## config.mk

```make
export PLATFORM = sky130hd
export DESIGN_NAME = i2s_stereo_tx
export DESIGN_NICKNAME = d
export VERILOG_FILES = /design/src/rtl/i2s_pkg.sv /design/src/rtl/i2s_gain.sv /design/src/rtl/i2s_stereo_tx.sv
export SDC_FILE = /design/constraint.sdc
export NUM_CORES = 1
export LEC_CHECK = 0
export ABC_CLOCK_PERIOD_IN_PS = 5100
export CORE_MARGIN = 2
export CORE_UTILIZATION = 30
export DETAILED_ROUTE_END_ITERATION = 10
export HOLD_SLACK_MARGIN = 0.08
export PLACE_DENSITY = 0.44
export SLEW_MARGIN = 40
export SYNTH_ARGS = -nofsm -noshare
export SYNTH_HDL_FRONTEND = slang
export SYNTH_SLANG_ARGS = --single-unit
```

## constraint.sdc

```tcl
create_clock -name clk -period 5.1 [get_ports clk]
set_clock_uncertainty 0.2 [all_clocks]
set_input_delay 1.02 -clock clk [delete_from_list [all_inputs] [get_ports clk]]
set_output_delay 1.02 -clock clk [all_outputs]
set_load 0.02 [all_outputs]
```

## src/rtl/i2s_pkg.sv

```systemverilog
// i2s_pkg -- shared constants for the I2S stereo transmitter.
// Holds the serial-format mode encodings and the default parameter
// values used by i2s_stereo_tx and its gain stage.
package i2s_pkg;

    // Default audio sample width in bits (signed two's complement).
    localparam int WIDTH_DEF     = 24;
    // Default number of bck periods per channel slot.
    localparam int SLOT_BITS_DEF = 32;
    // Default number of clk cycles per bck half-period.
    localparam int BCK_DIV_DEF   = 3;

    // Serial format selection, sampled on the mode input.
    localparam logic MODE_I2S = 1'b0;   // Philips: MSB one bck after ws edge
    localparam logic MODE_LJ  = 1'b1;   // left-justified: MSB on the ws edge

endpackage

```

## src/rtl/i2s_gain.sv

```systemverilog
// i2s_gain -- combinational per-channel volume/mute stage.
// Ports:
//   sample    in  WIDTH  signed input sample
//   vol_shift in  4      attenuation as arithmetic right shift 0..15
//   mute      in  1      force a zero result
//   result    out WIDTH  rounded, shifted, saturated sample
module i2s_gain
    import i2s_pkg::*;
#(
    parameter int WIDTH = WIDTH_DEF
) (
    input  logic [WIDTH-1:0] sample,
    input  logic [3:0]       vol_shift,
    input  logic             mute,
    output logic [WIDTH-1:0] result
);

    // 16 guard bits keep the rounding constant (up to 2^14) representable
    // even for very narrow sample widths.
    localparam int EW = WIDTH + 16;
    localparam logic signed [EW-1:0] MAX_S = {{(EW-WIDTH+1){1'b0}}, {(WIDTH-1){1'b1}}};
    localparam logic signed [EW-1:0] MIN_S = {{(EW-WIDTH+1){1'b1}}, {(WIDTH-1){1'b0}}};

    logic signed [EW-1:0] ext_s;
    logic signed [EW-1:0] rnd_s;
    logic signed [EW-1:0] sum_s;
    logic signed [EW-1:0] shr_s;

    // Round-half-up, arithmetic shift, then clamp back into WIDTH bits.
    always_comb begin
        ext_s = EW'($signed(sample));
        if (vol_shift != 4'd0) begin
            rnd_s = EW'(32'sd1) << (vol_shift - 4'd1);
        end else begin
            rnd_s = '0;
        end
        sum_s = ext_s + rnd_s;
        shr_s = sum_s >>> vol_shift;
        if (mute) begin
            result = '0;
        end else if (shr_s > MAX_S) begin
            result = MAX_S[WIDTH-1:0];
        end else if (shr_s < MIN_S) begin
            result = MIN_S[WIDTH-1:0];
        end else begin
            result = shr_s[WIDTH-1:0];
        end
    end

endmodule

```

## src/rtl/i2s_stereo_tx.sv

```systemverilog
// i2s_stereo_tx -- stereo I2S / left-justified serial transmitter.
// Ports:
//   clk, rst                   system clock, async active-high reset
//   in_valid/in_ready          sample-pair handshake into a one-deep holding register
//   left_sample, right_sample  signed WIDTH-bit channel samples
//   mute, vol_shift, mode      frame controls, latched at each frame start
//   bck, ws, data              serial audio outputs (all registered, clk domain)
//   underrun                   one-clk pulse when a frame starts with no pair held
module i2s_stereo_tx
    import i2s_pkg::*;
#(
    parameter int WIDTH     = WIDTH_DEF,
    parameter int SLOT_BITS = SLOT_BITS_DEF,
    parameter int BCK_DIV   = BCK_DIV_DEF
) (
    input  logic             clk,
    input  logic             rst,
    input  logic             in_valid,
    output logic             in_ready,
    input  logic [WIDTH-1:0] left_sample,
    input  logic [WIDTH-1:0] right_sample,
    input  logic             mute,
    input  logic [3:0]       vol_shift,
    input  logic             mode,
    output logic             bck,
    output logic             ws,
    output logic             data,
    output logic             underrun
);

    localparam int FRAME_BITS = 2 * SLOT_BITS;
    localparam int CW         = $clog2(FRAME_BITS);
    localparam int DW         = (BCK_DIV > 1) ? $clog2(BCK_DIV) : 1;
    localparam int I2S_SH     = SLOT_BITS - 1 - WIDTH;
    localparam int LJ_SH      = SLOT_BITS - WIDTH;
    localparam logic [CW-1:0] LAST_BIT = CW'(FRAME_BITS - 1);
    localparam logic [CW-1:0] SLOT_LEN = CW'(SLOT_BITS);
    localparam logic [DW-1:0] DIV_LAST = DW'(BCK_DIV - 1);

    if (SLOT_BITS < WIDTH + 1) begin : g_bad_slot
        $error("i2s_stereo_tx: SLOT_BITS must be at least WIDTH+1");
    end
    if (BCK_DIV < 1) begin : g_bad_div
        $error("i2s_stereo_tx: BCK_DIV must be at least 1");
    end

    logic [DW-1:0]        div_cnt_r;
    logic                 bck_r;
    logic [CW-1:0]        bit_cnt_r;
    logic                 ws_r;
    logic                 data_r;
    logic                 underrun_r;
    logic                 hold_valid_r;
    logic [WIDTH-1:0]     hold_left_r;
    logic [WIDTH-1:0]     hold_right_r;
    logic [WIDTH-1:0]     frame_left_r;
    logic [WIDTH-1:0]     frame_right_r;
    logic                 mode_r;

    logic                 tick_s;
    logic                 fall_s;
    logic                 frame_start_s;
    logic                 accept_s;
    logic [CW-1:0]        bit_next_s;
    logic [WIDTH-1:0]     gain_left_s;
    logic [WIDTH-1:0]     gain_right_s;
    logic [WIDTH-1:0]     frame_left_next_s;
    logic [WIDTH-1:0]     frame_right_next_s;
    logic                 mode_next_s;
    logic                 chan_s;
    logic [CW-1:0]        k_s;
    logic [WIDTH-1:0]     samp_s;
    logic [SLOT_BITS-1:0] slot_s;
    logic                 ws_next_s;
    logic                 data_next_s;

    assign tick_s        = (div_cnt_r == DIV_LAST);
    assign fall_s        = tick_s & bck_r;
    assign frame_start_s = fall_s & (bit_next_s == '0);
    assign accept_s      = in_valid & ~hold_valid_r;

    assign in_ready = ~hold_valid_r;
    assign bck      = bck_r;
    assign ws       = ws_r;
    assign data     = data_r;
    assign underrun = underrun_r;

    // Gain is applied as the pair leaves the holding register, using the
    // mute/vol_shift values present at frame start, so the frame registers
    // already carry the final serial words and the controls need no latch.
    i2s_gain #(.WIDTH(WIDTH)) u_gain_left (
        .sample    (hold_left_r),
        .vol_shift (vol_shift),
        .mute      (mute),
        .result    (gain_left_s)
    );

    i2s_gain #(.WIDTH(WIDTH)) u_gain_right (
        .sample    (hold_right_r),
        .vol_shift (vol_shift),
        .mute      (mute),
        .result    (gain_right_s)
    );

    // Bit position that the coming fall event moves to, wrapping per frame.
    always_comb begin
        if (bit_cnt_r == LAST_BIT) begin
            bit_next_s = '0;
        end else begin
            bit_next_s = bit_cnt_r + CW'(32'd1);
        end
    end

    // Frame contents after this cycle; on frame start the new values are
    // used immediately so the LJ MSB appears together with bit_cnt 0.
    always_comb begin
        frame_left_next_s  = frame_left_r;
        frame_right_next_s = frame_right_r;
        mode_next_s        = mode_r;
        if (frame_start_s) begin
            mode_next_s = mode;
            if (hold_valid_r) begin
                frame_left_next_s  = gain_left_s;
                frame_right_next_s = gain_right_s;
            end else begin
                frame_left_next_s  = '0;
                frame_right_next_s = '0;
            end
        end else begin
            mode_next_s = mode_r;
        end
    end

    // Serializer: place the sample MSB-first in a slot-wide word whose bit
    // SLOT_BITS-1 corresponds to slot position k = 0, then pick position k.
    always_comb begin
        chan_s = (bit_next_s >= SLOT_LEN);
        if (chan_s) begin
            k_s    = bit_next_s - SLOT_LEN;
            samp_s = frame_right_next_s;
        end else begin
            k_s    = bit_next_s;
            samp_s = frame_left_next_s;
        end
        if (mode_next_s == MODE_I2S) begin
            slot_s    = SLOT_BITS'(samp_s) << I2S_SH;
            // ws leads the data by one bck in Philips format
            ws_next_s = ~((bit_next_s == LAST_BIT) |
                          (bit_next_s <= (SLOT_LEN - CW'(32'd2))));
        end else begin
            slot_s    = SLOT_BITS'(samp_s) << LJ_SH;
            ws_next_s = chan_s;
        end
        data_next_s = 1'b0;
        for (int i = 0; i < SLOT_BITS; i++) begin
            data_next_s = (k_s == CW'(SLOT_BITS - 1 - i)) ? slot_s[i] : data_next_s;
        end
    end

    // bck divider: toggle every BCK_DIV clk cycles.
    always_ff @(posedge clk or posedge rst) begin
        if (rst) begin
            div_cnt_r <= '0;
            bck_r     <= 1'b0;
        end else if (tick_s) begin
            div_cnt_r <= '0;
            bck_r     <= ~bck_r;
        end else begin
            div_cnt_r <= div_cnt_r + DW'(32'd1);
        end
    end

    // Serial outputs and bit position advance only on bck falling events;
    // bit_cnt resets to the last position so the first fall starts a frame.
    always_ff @(posedge clk or posedge rst) begin
        if (rst) begin
            bit_cnt_r <= LAST_BIT;
            ws_r      <= 1'b0;
            data_r    <= 1'b0;
        end else if (fall_s) begin
            bit_cnt_r <= bit_next_s;
            ws_r      <= ws_next_s;
            data_r    <= data_next_s;
        end
    end

    // Frame registers and format latch, loaded once per frame.
    always_ff @(posedge clk or posedge rst) begin
        if (rst) begin
            frame_left_r  <= '0;
            frame_right_r <= '0;
            mode_r        <= MODE_I2S;
        end else begin
            frame_left_r  <= frame_left_next_s;
            frame_right_r <= frame_right_next_s;
            mode_r        <= mode_next_s;
        end
    end

    // Holding register: a pair accepted in the frame-start cycle is only
    // possible when it was empty, so nothing is consumed and it simply fills.
    always_ff @(posedge clk or posedge rst) begin
        if (rst) begin
            hold_valid_r <= 1'b0;
            hold_left_r  <= '0;
            hold_right_r <= '0;
        end else if (accept_s) begin
            hold_valid_r <= 1'b1;
            hold_left_r  <= left_sample;
            hold_right_r <= right_sample;
        end else if (frame_start_s) begin
            hold_valid_r <= 1'b0;
        end
    end

    // Underrun flag, aligned with the serial outputs of the frame-start bit.
    always_ff @(posedge clk or posedge rst) begin
        if (rst) begin
            underrun_r <= 1'b0;
        end else begin
            underrun_r <= frame_start_s & ~hold_valid_r;
        end
    end

endmodule

```

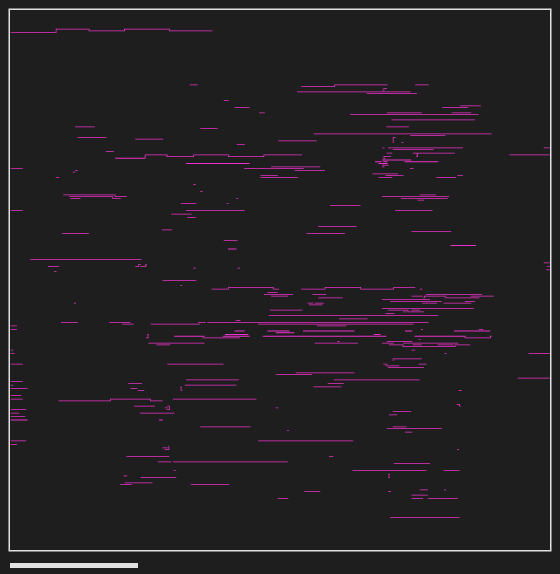
**Above:** M3 wires.
Scale bar: 50 um.
share of all routed wire: 4.6%
wire length on this layer: 2700 um
met3 usage: 3.114%
total wire length: 59260 um
Via Count: 15.23k

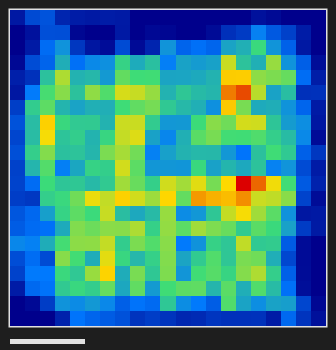
**Above:** routed metal per tile.
Scale bar: 50 um. 21 x 21 tiles, from dark blue (low) to red (high), scaled to the fullest tile. Values are wire area over tile area, all layers added.
emptiest ninth of the die: top left
densest ninth of the die: middle
mean over tiles: 0.21
nearly empty tiles: 7.9%
tiles over half the peak: 28%
fullest tile: 0.58
routed len/inst: 22.57 um
global-route usage over all layers: 26.64%

==> flow_summary.yaml <==
# yosys + openroad results
run_status:
  status: "complete, but fails checks"
  violations: "setup timing"
final_timing:
  setup_tns_ps: -87.39
  setup_viol: 1
  period_used_pct: 101.7
  fin_ws_ps: -87.39
  drv_slew: 0
  fin_crit_ps: 5187
  clock.fmax_ghz: 0.1928
  whs_ps: 245.1
  rsz0062_at_grt: "true"
  slew-limit-headroom_pct: 46.46
  final_hold_viol_count: 0
  tightest_slew_ps: 797.4
finish:
  logic_area_um2: 10490
  clockBufferCount: 9
  lay_top_count: "buf_4"
  area.share.combinational_pct: 57.00
  nNonClkBuffers: 503
  nFillCells: 4347
  clk_share_pct: 1.639
  layout_top_cells: "buf_4, nand2_1, nor2_1, a21oi_1, o21ai_0"
  ff_count: 110
  seq_area_um2: 2760
  stdcell_count: 2626
  layout-drive-gt1-share_pct: 35.98
  area_growth_pct: 43.90
  largestClassByArea: "logic gates"
  bufAreaShareNonClock_pct: 21.98
  inverters: 31
  diodes: 0
  fin_nets: 2170
  logic_gates: 1427
hold_path:
  hp-class: "register to register"
  min_from: "div_cnt_r[0]"
  whs_endpoint: "div_cnt_r[0]"
  hold-path-cell-count: 1
global_routing:
  grt_pass1_vias: 15060
  grt_pass1_wl_um: 91250
  top_usage_layer: "met2"
  grt_antenna_before_repair: 0
  grt_overflow: 0
  grt_max_degree: 58
critical_path:
  slowest_stage: "or4_4"
  cp_num_buf_inv: 4
  reg2reg_from: "bit_cnt_r[0]"
  regToRegSetupSlack_ps: 410
  path_delay_family: "AND-OR/OR-AND gates"
  cp.depth: 21
  slowest_delay_ps: 590
  critPathRequiredTime_ps: 5240
  arrival_ps: 5320
  r2r_cells: 18
  crit_path_cell_trace: "buf_6 > or2_4 > nor2_4 > buf_4 > ha_2 > nand3_2 > a21oi_2 > or4_4 > a211oi_4 > buf_4 > nor2_4 > xnor2_2 > mux2_4 > a222oi_1 > buf_4 > a21oi_2 > o2111a_1 > a311o_1 > o211a_1 > a32o_2 > a211oi_2"
  r2r_end: "data"
  startpoint: "vol_shift[0]"
  endpoint: "data"
  cp-end-kind: "register"
floorplanning:
  die_h_um: 210.4
  die_area_um2: 44280
  dieWidth_um: 210.4
  n_tap_cell: 539
  pin_count: 62
  rows: 75
  fp_util_pct: 30.41
detailed_routing:
  first_pass_iters: 5
  wl_met2_um: 27990
  wl_met1_um: 27330
  wl_met3_um: 2704
  drt-initial-drc-count: 1101
  viasPerCell: 5.798
  ant_nets: 0
  top_layer: "met4"
synthesis:
  synthTopCellsByCount: "nand2_1, nor2_1, a21oi_1"
  netlist.area_leader.share_pct: 20.36
  area_leaders: "dfrtp_1, nand2_1, a21oi_1"
  synth_warnings: 0
  mux_share_pct: 8.426
  synth_top_flop_cell: "dfrtp_1"
  ys.flops: 110
  syn_inst: 1699
  synthAdderAreaFrac_pct: 3.308
  synth_area_um2: 12780
  synth_seq_share_pct: 21.59
  compound_area_share_pct: 33.26
  top_cell: "nand2_1"
  synth.distinct_cells: 121
  edf_count: 0
  postSynthAreaPerCell_um2: 7.525
  yosysTopAreaCell: "dfrtp_1"
  yosys_cells: 1699
  netlist_logic_family_top: "AND-OR/OR-AND gates"
  ys_area_um2: 12780
  synthXorXnorAreaFrac_pct: 3.210
  simple_gate_share_pct: 24.88
  ys_async_sr_fraction_pct: 100.0
cts:
  postCtsHoldBufs: 0
  numCtsBuffers: 9
  cts-resized-gates: 124
  clk_latency_ps: 410
  cts_setup_buffers: 16
  cts_buffer_depth: 2
  cts_tree: "yes"
  clock_sink_count: 110
  clock-root-buffer: "clkbuf_16"
pwr:
  vdd_drop_max_mv: 0.2305
  powerDensity_nw_per_um2: 321.0
  maxPowerGroup: "combinational cells"
  pg_seq_uw: 1330
  p_leak_uw: 0.007600
  total_switching_power_uw: 2733
  pwr-share-comb_pct: 64.1
  p_comb_uw: 3790
  switching_share_pct: 46.27
  intPower_uw: 3173
  pwr-share-seq_pct: 22.5
  powerClk_uw: 792
  total_power_uw: 5906
flow_run:
  warnings: 32
  drv_cap: 0
place:
  dp_cells: 2585
  routabilityCongestion: 0.9446
  io_buffers: 61
  post-dp-hpwl_um: 45780
  place_area_um2: 16800
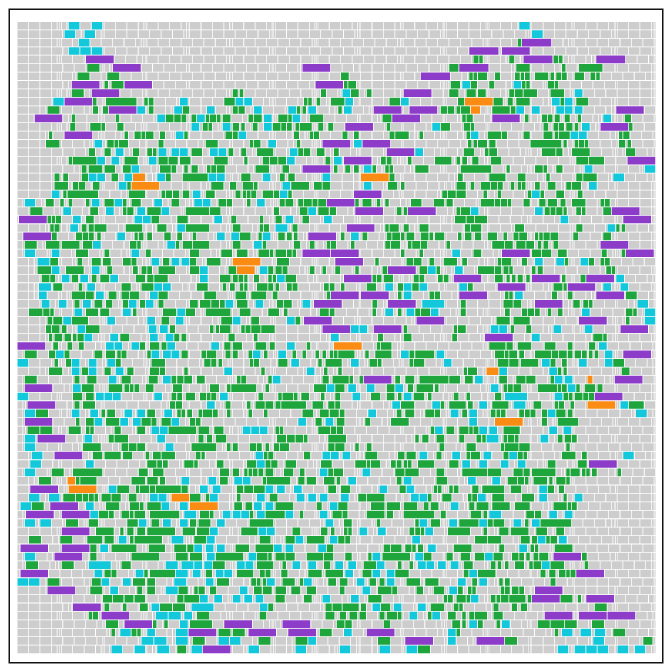
**Above:** cell classes on the final placement.
Fill, decap, tap and diode cells in grey.
legend:
  purple:
    class: sequential cells
    cells: 110
    share_of_their_area: 16%
  orange:
    class: clock drivers and dummy loads
    cells: 16
    share_of_their_area: 1.7%
  cyan:
    class: remaining buffers and delay cells
    cells: 503
    share_of_their_area: 23%
  green:
    class: remaining logic cells
    cells: 1458
    share_of_their_area: 60%
Final Cell Area: 18400 um^2
Core ar.: 42040 um^2
flop share of the area: 15.00%
Finished Core Util: 43.76%

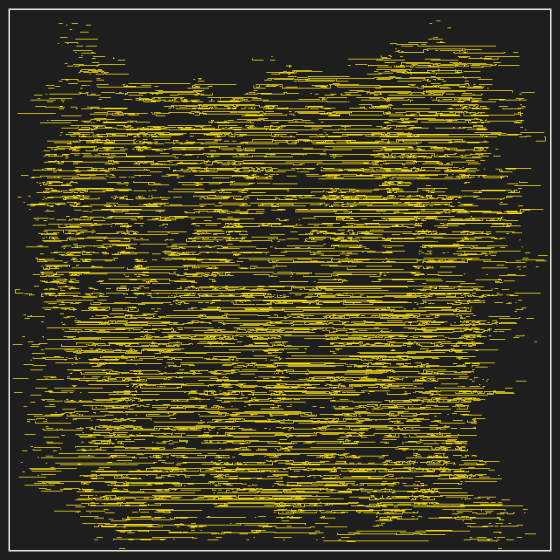
**Above:** the metal 1 layer.
main direction: horizontal
longest straight run: 79.1 um
met1 GRT Util: 36.43%

Power figures rest on the tool's default switching activity, not on a simulated workload.
